[config.mk]
export PLATFORM = sky130hd
export DESIGN_NAME = inst_loader_flat
export DESIGN_NICKNAME = d
export VERILOG_FILES = /design/src/rtl/loader_pkg.sv /design/src/rtl/inst_loader_if.sv /design/src/rtl/word_assembler.sv /design/src/rtl/inst_loader.sv /design/src/flat_wrapper.sv
export SDC_FILE = /design/constraint.sdc
export NUM_CORES = 1
export LEC_CHECK = 0
export CAP_MARGIN = 10
export CELL_PAD_IN_SITES_DETAIL_PLACEMENT = 2
export CELL_PAD_IN_SITES_GLOBAL_PLACEMENT = 2
export CORE_AREA = 2 2 116 118
export DETAILED_ROUTE_END_ITERATION = 8
export DIE_AREA = 0 0 118 120
export DONT_BUFFER_PORTS = 1
export GPL_ROUTABILITY_DRIVEN = 0
export HOLD_SLACK_MARGIN = 0.03
export PLACE_DENSITY = 0.81
export SYNTH_ARGS = -nofsm -noshare
export SYNTH_HDL_FRONTEND = slang
export SYNTH_SLANG_ARGS = --single-unit
[constraint.sdc]
create_clock -name clk -period 4.86 [get_ports clk]
set_input_delay 0.972 -clock clk [delete_from_list [all_inputs] [get_ports clk]]
set_output_delay 0.972 -clock clk [all_outputs]
set_load 0.03 [all_outputs]
[src/rtl/loader_pkg.sv]
// Shared types and constants for the boot-time instruction loader.
package loader_pkg;

    localparam int LEN_W          = 16;
    localparam int BYTES_PER_WORD = 4;

    typedef enum logic [2:0] {
        LEN_LO,
        LEN_HI,
        DATA,
        CHK,
        LAST,
        DONE,
        ERROR
    } loader_state_e;

    // States in which the loader is willing to take a stream byte
    function automatic logic accepts_byte(input loader_state_e s);
        return s inside {LEN_LO, LEN_HI, DATA, CHK};
    endfunction

endpackage

[src/rtl/inst_loader_if.sv]
// Stream-in / imem-out / status bundle for the instruction loader.
// master = byte source and memory/core side, slave = the loader itself.
interface inst_loader_if #(
    parameter int ADDR_W = 8
);

    logic [7:0]        rx_data;
    logic              rx_valid;
    logic              rx_ready;
    logic              imem_we;
    logic [ADDR_W-1:0] imem_addr;
    logic [31:0]       imem_wdata;
    logic              core_reset;
    logic              done;
    logic              error;

    modport master (
        output rx_data, rx_valid,
        input  rx_ready, imem_we, imem_addr, imem_wdata, core_reset, done, error
    );

    modport slave (
        input  rx_data, rx_valid,
        output rx_ready, imem_we, imem_addr, imem_wdata, core_reset, done, error
    );

endinterface

[src/rtl/word_assembler.sv]
// Collects little-endian bytes into 32-bit words. The completed word and its
// valid pulse are presented combinationally with the 4th byte so the parent
// can register them on the same edge the byte is accepted.
module word_assembler
    import loader_pkg::*;
(
    input  logic        clk,
    input  logic        reset,
    input  logic        clear,
    input  logic        byte_valid,
    input  logic [7:0]  byte_in,
    output logic        word_valid,
    output logic [31:0] word_out
);

    localparam logic [1:0] LAST_BYTE = 2'(BYTES_PER_WORD - 1);

    logic [1:0]  byte_cnt_q;
    logic [23:0] shift_q;

    // Byte position counter and shift register of the first three bytes
    always_ff @(posedge clk or posedge reset) begin
        if (reset) begin
            byte_cnt_q <= '0;
            shift_q    <= '0;
        end else if (clear) begin
            byte_cnt_q <= '0;
        end else if (byte_valid) begin
            byte_cnt_q <= (byte_cnt_q == LAST_BYTE) ? 2'd0 : byte_cnt_q + 2'd1;
            shift_q    <= {byte_in, shift_q[23:8]};
        end
    end

    assign word_valid = byte_valid && !clear && (byte_cnt_q == LAST_BYTE);
    assign word_out   = {byte_in, shift_q};

endmodule

[src/rtl/inst_loader.sv]
// Boot-time program loader: receives a length-prefixed byte image, writes it
// to instruction memory from word 0 upward and releases the core when done.
// Optional trailing checksum byte enabled by defining INST_LOADER_CHKSUM_EN.
module inst_loader
    import loader_pkg::*;
#(
    parameter int ADDR_W = 8
) (
    input logic         clk,
    input logic         reset,
    inst_loader_if.slave bus
);

    localparam logic [LEN_W:0] MAX_WORDS = (LEN_W + 1)'(2 ** ADDR_W);

    loader_state_e     state_q, state_d;
    logic              payload_done_q, payload_done_d;
    logic [7:0]        len_lo_q;
    logic [LEN_W-1:0]  len_q;
    logic [LEN_W-1:0]  word_cnt_q;
    logic              rx_ready_q;
    logic              imem_we_q;
    logic [ADDR_W-1:0] imem_addr_q;
    logic [31:0]       imem_wdata_q;
    logic              core_reset_q;
    logic              done_q;
    logic              error_q;
    logic              xfer;
    logic              data_byte;
    logic              word_valid;
    logic [31:0]       word;
    logic              last_word;
    logic [LEN_W-1:0]  len_in;
`ifdef INST_LOADER_CHKSUM_EN
    logic [7:0]        sum_q;
    logic              chk_ok_q;
`endif

    assign xfer      = bus.rx_valid && rx_ready_q;
    assign data_byte = xfer && (state_q == DATA);
    assign last_word = (word_cnt_q == len_q - LEN_W'(1));
    assign len_in    = {bus.rx_data, len_lo_q};

    word_assembler u_asm (
        .clk       (clk),
        .reset     (reset),
        .clear     (state_q != DATA),
        .byte_valid(data_byte),
        .byte_in   (bus.rx_data),
        .word_valid(word_valid),
        .word_out  (word)
    );

    // State register; payload_done marks the drain cycle while the last write commits
    always_ff @(posedge clk or posedge reset) begin
        if (reset) begin
            state_q        <= LEN_LO;
            payload_done_q <= 1'b0;
        end else begin
            state_q        <= state_d;
            payload_done_q <= payload_done_d;
        end
    end

    // Next-state logic
    always_comb begin
        state_d        = state_q;
        payload_done_d = payload_done_q;
        case (state_q)
            LEN_LO: if (xfer) state_d = LEN_HI;
            LEN_HI: begin
                if (xfer) begin
                    if ({1'b0, len_in} > MAX_WORDS) begin
                        state_d = ERROR;
                    end else if (len_in == '0) begin
`ifdef INST_LOADER_CHKSUM_EN
                        state_d = CHK;
`else
                        state_d = LAST;
`endif
                    end else begin
                        state_d = DATA;
                    end
                end
            end
            DATA: begin
                if (payload_done_q) begin
                    payload_done_d = 1'b0;
`ifdef INST_LOADER_CHKSUM_EN
                    state_d = CHK;
`else
                    state_d = LAST;
`endif
                end else if (word_valid && last_word) begin
                    payload_done_d = 1'b1;
                end
            end
`ifdef INST_LOADER_CHKSUM_EN
            CHK:  if (xfer) state_d = LAST;
            LAST: state_d = chk_ok_q ? DONE : ERROR;
`else
            LAST: state_d = DONE;
`endif
            default: state_d = state_q;
        endcase
    end

    // Capture the 16-bit word count from the two header bytes
    always_ff @(posedge clk or posedge reset) begin
        if (reset) begin
            len_lo_q <= '0;
            len_q    <= '0;
        end else if (xfer) begin
            if (state_q == LEN_LO) len_lo_q <= bus.rx_data;
            if (state_q == LEN_HI) len_q    <= len_in;
        end
    end

    // Write register, word counter and post-write address increment
    always_ff @(posedge clk or posedge reset) begin
        if (reset) begin
            imem_we_q    <= 1'b0;
            imem_wdata_q <= '0;
            imem_addr_q  <= '0;
            word_cnt_q   <= '0;
        end else begin
            imem_we_q <= word_valid;
            if (word_valid) begin
                imem_wdata_q <= word;
                word_cnt_q   <= word_cnt_q + LEN_W'(1);
            end
            if (imem_we_q) imem_addr_q <= imem_addr_q + ADDR_W'(1);
        end
    end

    // Status outputs registered from the next state so they align with it
    always_ff @(posedge clk or posedge reset) begin
        if (reset) begin
            rx_ready_q   <= 1'b0;
            core_reset_q <= 1'b1;
            done_q       <= 1'b0;
            error_q      <= 1'b0;
        end else begin
            rx_ready_q   <= accepts_byte(state_d) && !payload_done_d;
            core_reset_q <= (state_d != DONE);
            done_q       <= (state_d == DONE);
            error_q      <= (state_d == ERROR);
        end
    end

`ifdef INST_LOADER_CHKSUM_EN
    // Running mod-256 sum of payload bytes and result of the trailing compare
    always_ff @(posedge clk or posedge reset) begin
        if (reset) begin
            sum_q    <= '0;
            chk_ok_q <= 1'b0;
        end else begin
            if (data_byte) sum_q <= sum_q + bus.rx_data;
            if (xfer && (state_q == CHK)) chk_ok_q <= (bus.rx_data == sum_q);
        end
    end
`endif

    assign bus.rx_ready   = rx_ready_q;
    assign bus.imem_we    = imem_we_q;
    assign bus.imem_addr  = imem_addr_q;
    assign bus.imem_wdata = imem_wdata_q;
    assign bus.core_reset = core_reset_q;
    assign bus.done       = done_q;
    assign bus.error      = error_q;

endmodule

[src/flat_wrapper.sv]
// flat-port wrapper written by rule: the top's interface ports become plain ports
module inst_loader_flat import loader_pkg::*;
#(
    parameter int ADDR_W = 8
)
  (clk, reset, bus_rx_data, bus_rx_valid, bus_rx_ready, bus_imem_we, bus_imem_addr, bus_imem_wdata, bus_core_reset, bus_done, bus_error);
  inst_loader_if #(.ADDR_W(ADDR_W)) bus_i ();
  input logic clk;
  input logic reset;
  input wire logic [$bits(bus_i.rx_data)-1:0] bus_rx_data;
  input wire logic [$bits(bus_i.rx_valid)-1:0] bus_rx_valid;
  output wire logic [$bits(bus_i.rx_ready)-1:0] bus_rx_ready;
  output wire logic [$bits(bus_i.imem_we)-1:0] bus_imem_we;
  output wire logic [$bits(bus_i.imem_addr)-1:0] bus_imem_addr;
  output wire logic [$bits(bus_i.imem_wdata)-1:0] bus_imem_wdata;
  output wire logic [$bits(bus_i.core_reset)-1:0] bus_core_reset;
  output wire logic [$bits(bus_i.done)-1:0] bus_done;
  output wire logic [$bits(bus_i.error)-1:0] bus_error;
  assign bus_i.rx_data = bus_rx_data;
  assign bus_i.rx_valid = bus_rx_valid;
  assign bus_rx_ready = bus_i.rx_ready;
  assign bus_imem_we = bus_i.imem_we;
  assign bus_imem_addr = bus_i.imem_addr;
  assign bus_imem_wdata = bus_i.imem_wdata;
  assign bus_core_reset = bus_i.core_reset;
  assign bus_done = bus_i.done;
  assign bus_error = bus_i.error;
  inst_loader #(.ADDR_W(ADDR_W)) u_core (.clk(clk), .reset(reset), .bus(bus_i));
endmodule
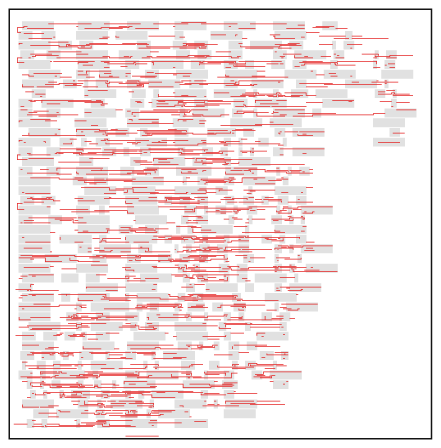
*Met1 routing, run 1*
share of all routed wire: 40%
wire length on this layer: 5340 um

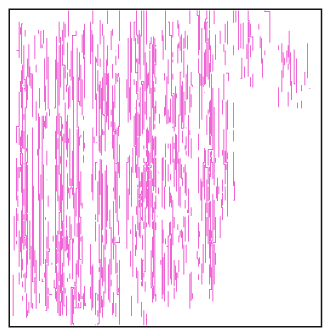
*M2 wires, run 1*
nets with wire on the layer: 404
longest straight run: 58.5 um
wire length on this layer: 7060 um
main direction: vertical
share of all routed wire: 53%

==> flow_summary.ini, run 1 <==
; generated from flow reports
[placed_design]
dp_hpwl_um = 8271
portBuffers = 0
dpl_cell_area_um2 = 5275

[setup_path]
worst-endpoint-arrival_ps = 3540
cp-start-kind = flip-flop
crit_buf_inv = 1
crit_path_max_fanout = 6
critPathKind = reg2reg
cpPeakStageDelay_ps = 540
cp_top_family = simple AND/OR/NAND/NOR gates
crit_end = u_core.bus.rx_ready$_DFF_PP0_
end_kind = flip-flop
worst-r2r-setup-slack_ps = 1630
startpoint = u_core.len_q[0]$_DFFE_PP0P_
path_cells = inv_1 -> ha_1 -> or4b_4 -> or4_4 -> or4b_1 -> a32oi_1 -> o2111ai_1 -> and3b_1

[floorplan]
chipArea_um2 = 14160
initCoreUtil_pct = 39.16
io_pins = 56
die_h_um = 120
core_um2 = 12980

[final_timing]
hold_slack_ps = 506.3
finalHoldViolCount = 0
tightest_slew_ps = 1076
rsz0062_at_grt = false
max_freq_mhz = 310.0

[layout]
lay_top_cells = dfrtp_1, mux2_2, xnor2_1
design_area_um2 = 5839
n_antenna_cell = 0
largest_reg_flops = 32
flop_area_um2 = 2879
clockBufferCount = 20
logic_area_um2 = 2106
clock_area_share_pct = 9.664
seq_cells = 115
comb_share_pct = 36.06
n_all_buffers = 4
buffer_area_share_pct = 0.5142
largest_class = sequential cells
non_clock_inverter_count = 10

[synthesis]
ys_sh_adder_pct = 0.9847
synth_flops = 115
synth.top_cells.by_area = dfrtp_1, mux2_2, xnor2_1, xor2_1, nand2_1
ys_warn_count = 0
ys_cells = 398
ys_sh_simple_pct = 10.78
yosysTopAreaCell = dfrtp_1
syn_avg_cell_area_um2 = 12.77
compound_area_share_pct = 4.136
ff_type = dfrtp_1
syn-num-nets = 413
top_cells_by_count = dfrtp_1, mux2_2, xnor2_1
ys_types = 47
mux_share_pct = 17.70

[clock_network]
cts_resized = 0
clock_latency_ps = 420
clockRootBuffer = clkbuf_16
clockBufferDepth = 2
htree_levels = 4
cts_sinks = 115

[power_and_ir_drop]
clk-power_uw = 1190
power.density_nw_per_um2 = 371.7
power.switching_uw = 483.1
power_frac_clock_pct = 54.9
ir_drop_v = 0.0002646
power_uw = 2171
seq-power_uw = 958
p_comb_share_pct = 0.9
leakage_uw = 0.002787
maxPowerGroup = the clock network
power_frac_seq_pct = 44.1

[status]
status = completed

[worst_hold_path]
min-delay-path-class = reg2reg
holdPathStages = 1

[route]
drtIter0Drc = 168
drtPass1Iterations = 4
postRouteAntennaNets = 0
viasPerCell = 5.380

[global_routing]
antenna_found_initial = 0
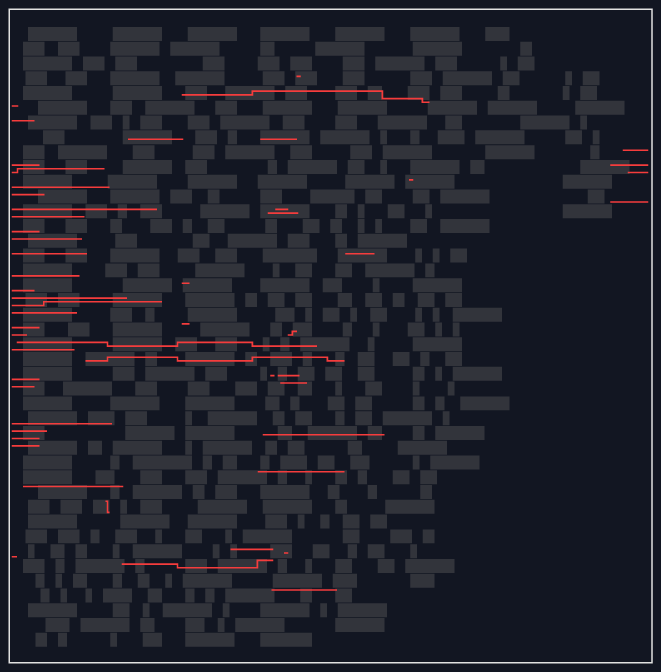
*Signal wires on met3, run 1*
nets with wire on the layer: 41
share of all routed wire: 4.4%
longest straight run: 26.4 um
main direction: horizontal
Vias: 3196
final wirelength: 13240 um
met3 GRT Util: 6.274%

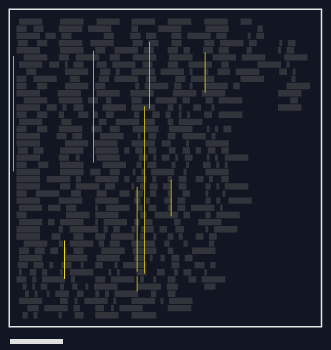
*M4 wires, run 1*
The bar under the picture is 20 um long.
share of all routed wire: 1.9%
wire length on this layer: 254 um
main direction: vertical
nets with wire on the layer: 5
longest straight run: 63.2 um

[run 1: layer usage]
layer | wire [um] | up-vias | part of all wire (%) | GRT usage [%]
li1 | - | 1414 | - | -
met3 | 585 | 20 | 4.4 | 6.274
met2 | 7061 | 71 | 53 | 35.43
met5 | 0 | - | 0 | 0
met4 | 254 | 0 | 1.9 | 7.605
met1 | 5339 | 1691 | 40 | 23.33
[run 1: cell families after synthesis]
| family | count (synthesis) |
|---|---|
| flops | 115 |
| simple gates | 104 |
| mux | 80 |
| xor+xnor | 42 |
| compound gates | 27 |
| buf+inv | 26 |
| fa+ha+maj | 4 |
==> run 1 -> run 2 <==
--- a/config.mk
+++ b/config.mk
@@ -8,9 +8,9 @@
 export CAP_MARGIN = 10
 export CELL_PAD_IN_SITES_DETAIL_PLACEMENT = 2
 export CELL_PAD_IN_SITES_GLOBAL_PLACEMENT = 2
-export CORE_AREA = 2 2 116 118
+export CORE_AREA = 2 2 118 120
 export DETAILED_ROUTE_END_ITERATION = 8
-export DIE_AREA = 0 0 118 120
+export DIE_AREA = 0 0 120 122
 export DONT_BUFFER_PORTS = 1
 export GPL_ROUTABILITY_DRIVEN = 0
 export HOLD_SLACK_MARGIN = 0.03
==> constraint.sdc (replaced) <==
create_clock -name clk -period 2.8 [get_ports clk]
set_input_delay 0.56 -clock clk [delete_from_list [all_inputs] [get_ports clk]]
set_output_delay 0.56 -clock clk [all_outputs]
set_load 0.03 [all_outputs]
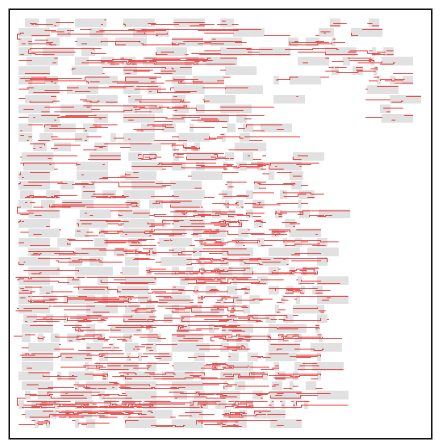
*Met1 routing, run 2*
longest straight run: 46.9 um
share of all routed wire: 39%
main direction: horizontal
nets with wire on the layer: 418
wire length on this layer: 5780 um

==> run 2 against run 1 <==
- sequential power is 73% higher
- via count is 2.2% higher
- count of clock-buffer cells in the layout is 1 higher
- design area is 4.0% higher
- synthesized cell count stayed put
- clock power is 100% higher
- critical path depth stayed put
- non-clock buffer count is 12 higher
- fmax is 16% higher
==> flow_summary.ini, run 2 <==
; generated from flow reports
[synthesis]
yosysTopAreaCell = dfrtp_1
synth_flops = 115
ys_cells = 398
top_cells_by_count = dfrtp_1, mux2_2, xnor2_1
syn-num-nets = 413
ys_warn_count = 0
ff_type = dfrtp_1
synth.top_cells.by_area = dfrtp_1, mux2_2, xnor2_1, xor2_1, nand2_1

[floorplan]
initCoreUtil_pct = 37.64
io_pins = 56

[setup_path]
end_kind = flip-flop
cp-start-kind = flip-flop
crit_end = u_core.bus.rx_ready$_DFF_PP0_
crit_path_max_fanout = 2
startpoint = u_core.len_q[1]$_DFFE_PP0P_

[power_and_ir_drop]
p_comb_share_pct = 1.0
power_frac_seq_pct = 40.4
power.switching_uw = 857.5
power_uw = 4114
ir_drop_v = 0.0004762
power_frac_clock_pct = 58.6
maxPowerGroup = the clock network
clk-power_uw = 2410
power.density_nw_per_um2 = 677.5

[final_timing]
finalHoldViolCount = 0
max_freq_mhz = 358.9
tightest_slew_ps = 796.5
hold_slack_ps = 52.80

[layout]
flop_area_um2 = 2880
largest_reg_flops = 32
clock_area_share_pct = 10.76
non_clock_inverter_count = 10
lay_top_cells = dfrtp_1, mux2_2, xnor2_1
seq_cells = 115
clockBufferCount = 21
design_area_um2 = 6072
n_all_buffers = 16
n_antenna_cell = 0
buffer_area_share_pct = 2.184
comb_share_pct = 35.24
largest_class = sequential cells

[clock_network]
htree_levels = 4
clock_latency_ps = 430
cts_resized = 6
clockBufferDepth = 2
clockRootBuffer = clkbuf_16

[global_routing]
grtUsageMet3_pct = 7.257
use_met1_pct = 24.97
antenna_found_initial = 0

[route]
drtPass1Iterations = 4
postRouteAntennaNets = 0
wl_met2_um = 8016
drtIter0Drc = 132
wl_um = 14850
wl_met1_um = 5775
vias = 3266

[placed_design]
dp_hpwl_um = 8900
portBuffers = 0
dpl_cell_area_um2 = 5366

[worst_hold_path]
min-delay-path-class = in2async

[status]
status = completed
run 2: cell counts after synthesis:
Identical to the previous run, type by type.
run 2: worst max-delay path: stages, from the launching register on:
cell       delay, ps
dfrtp_1          390
inv_2             90
ha_4             140
or4b_4           470
or4_4            470
or4b_4           520
a32oi_2          190
o2111ai_2        170
and3b_1          240
run 2: kinds of logic (layout without fill, tap and decap cells):
| family | Yosys count | count (layout) | synth area share [%] |
|---|---|---|---|
| flip-flops | 115 | 115 | 56.65 |
| adder cells (fa/ha/maj) | 4 | 4 | 0.9848 |
| AND/OR/NAND/NOR | 104 | 104 | 10.78 |
| buffers and inverters | 26 | 58 | 2.240 |
| multiplexers | 80 | 80 | 17.70 |
| AND-OR/OR-AND | 27 | 27 | 4.136 |
| XOR/XNOR | 42 | 42 | 7.508 |
Power is estimated from default activity; no workload was simulated.
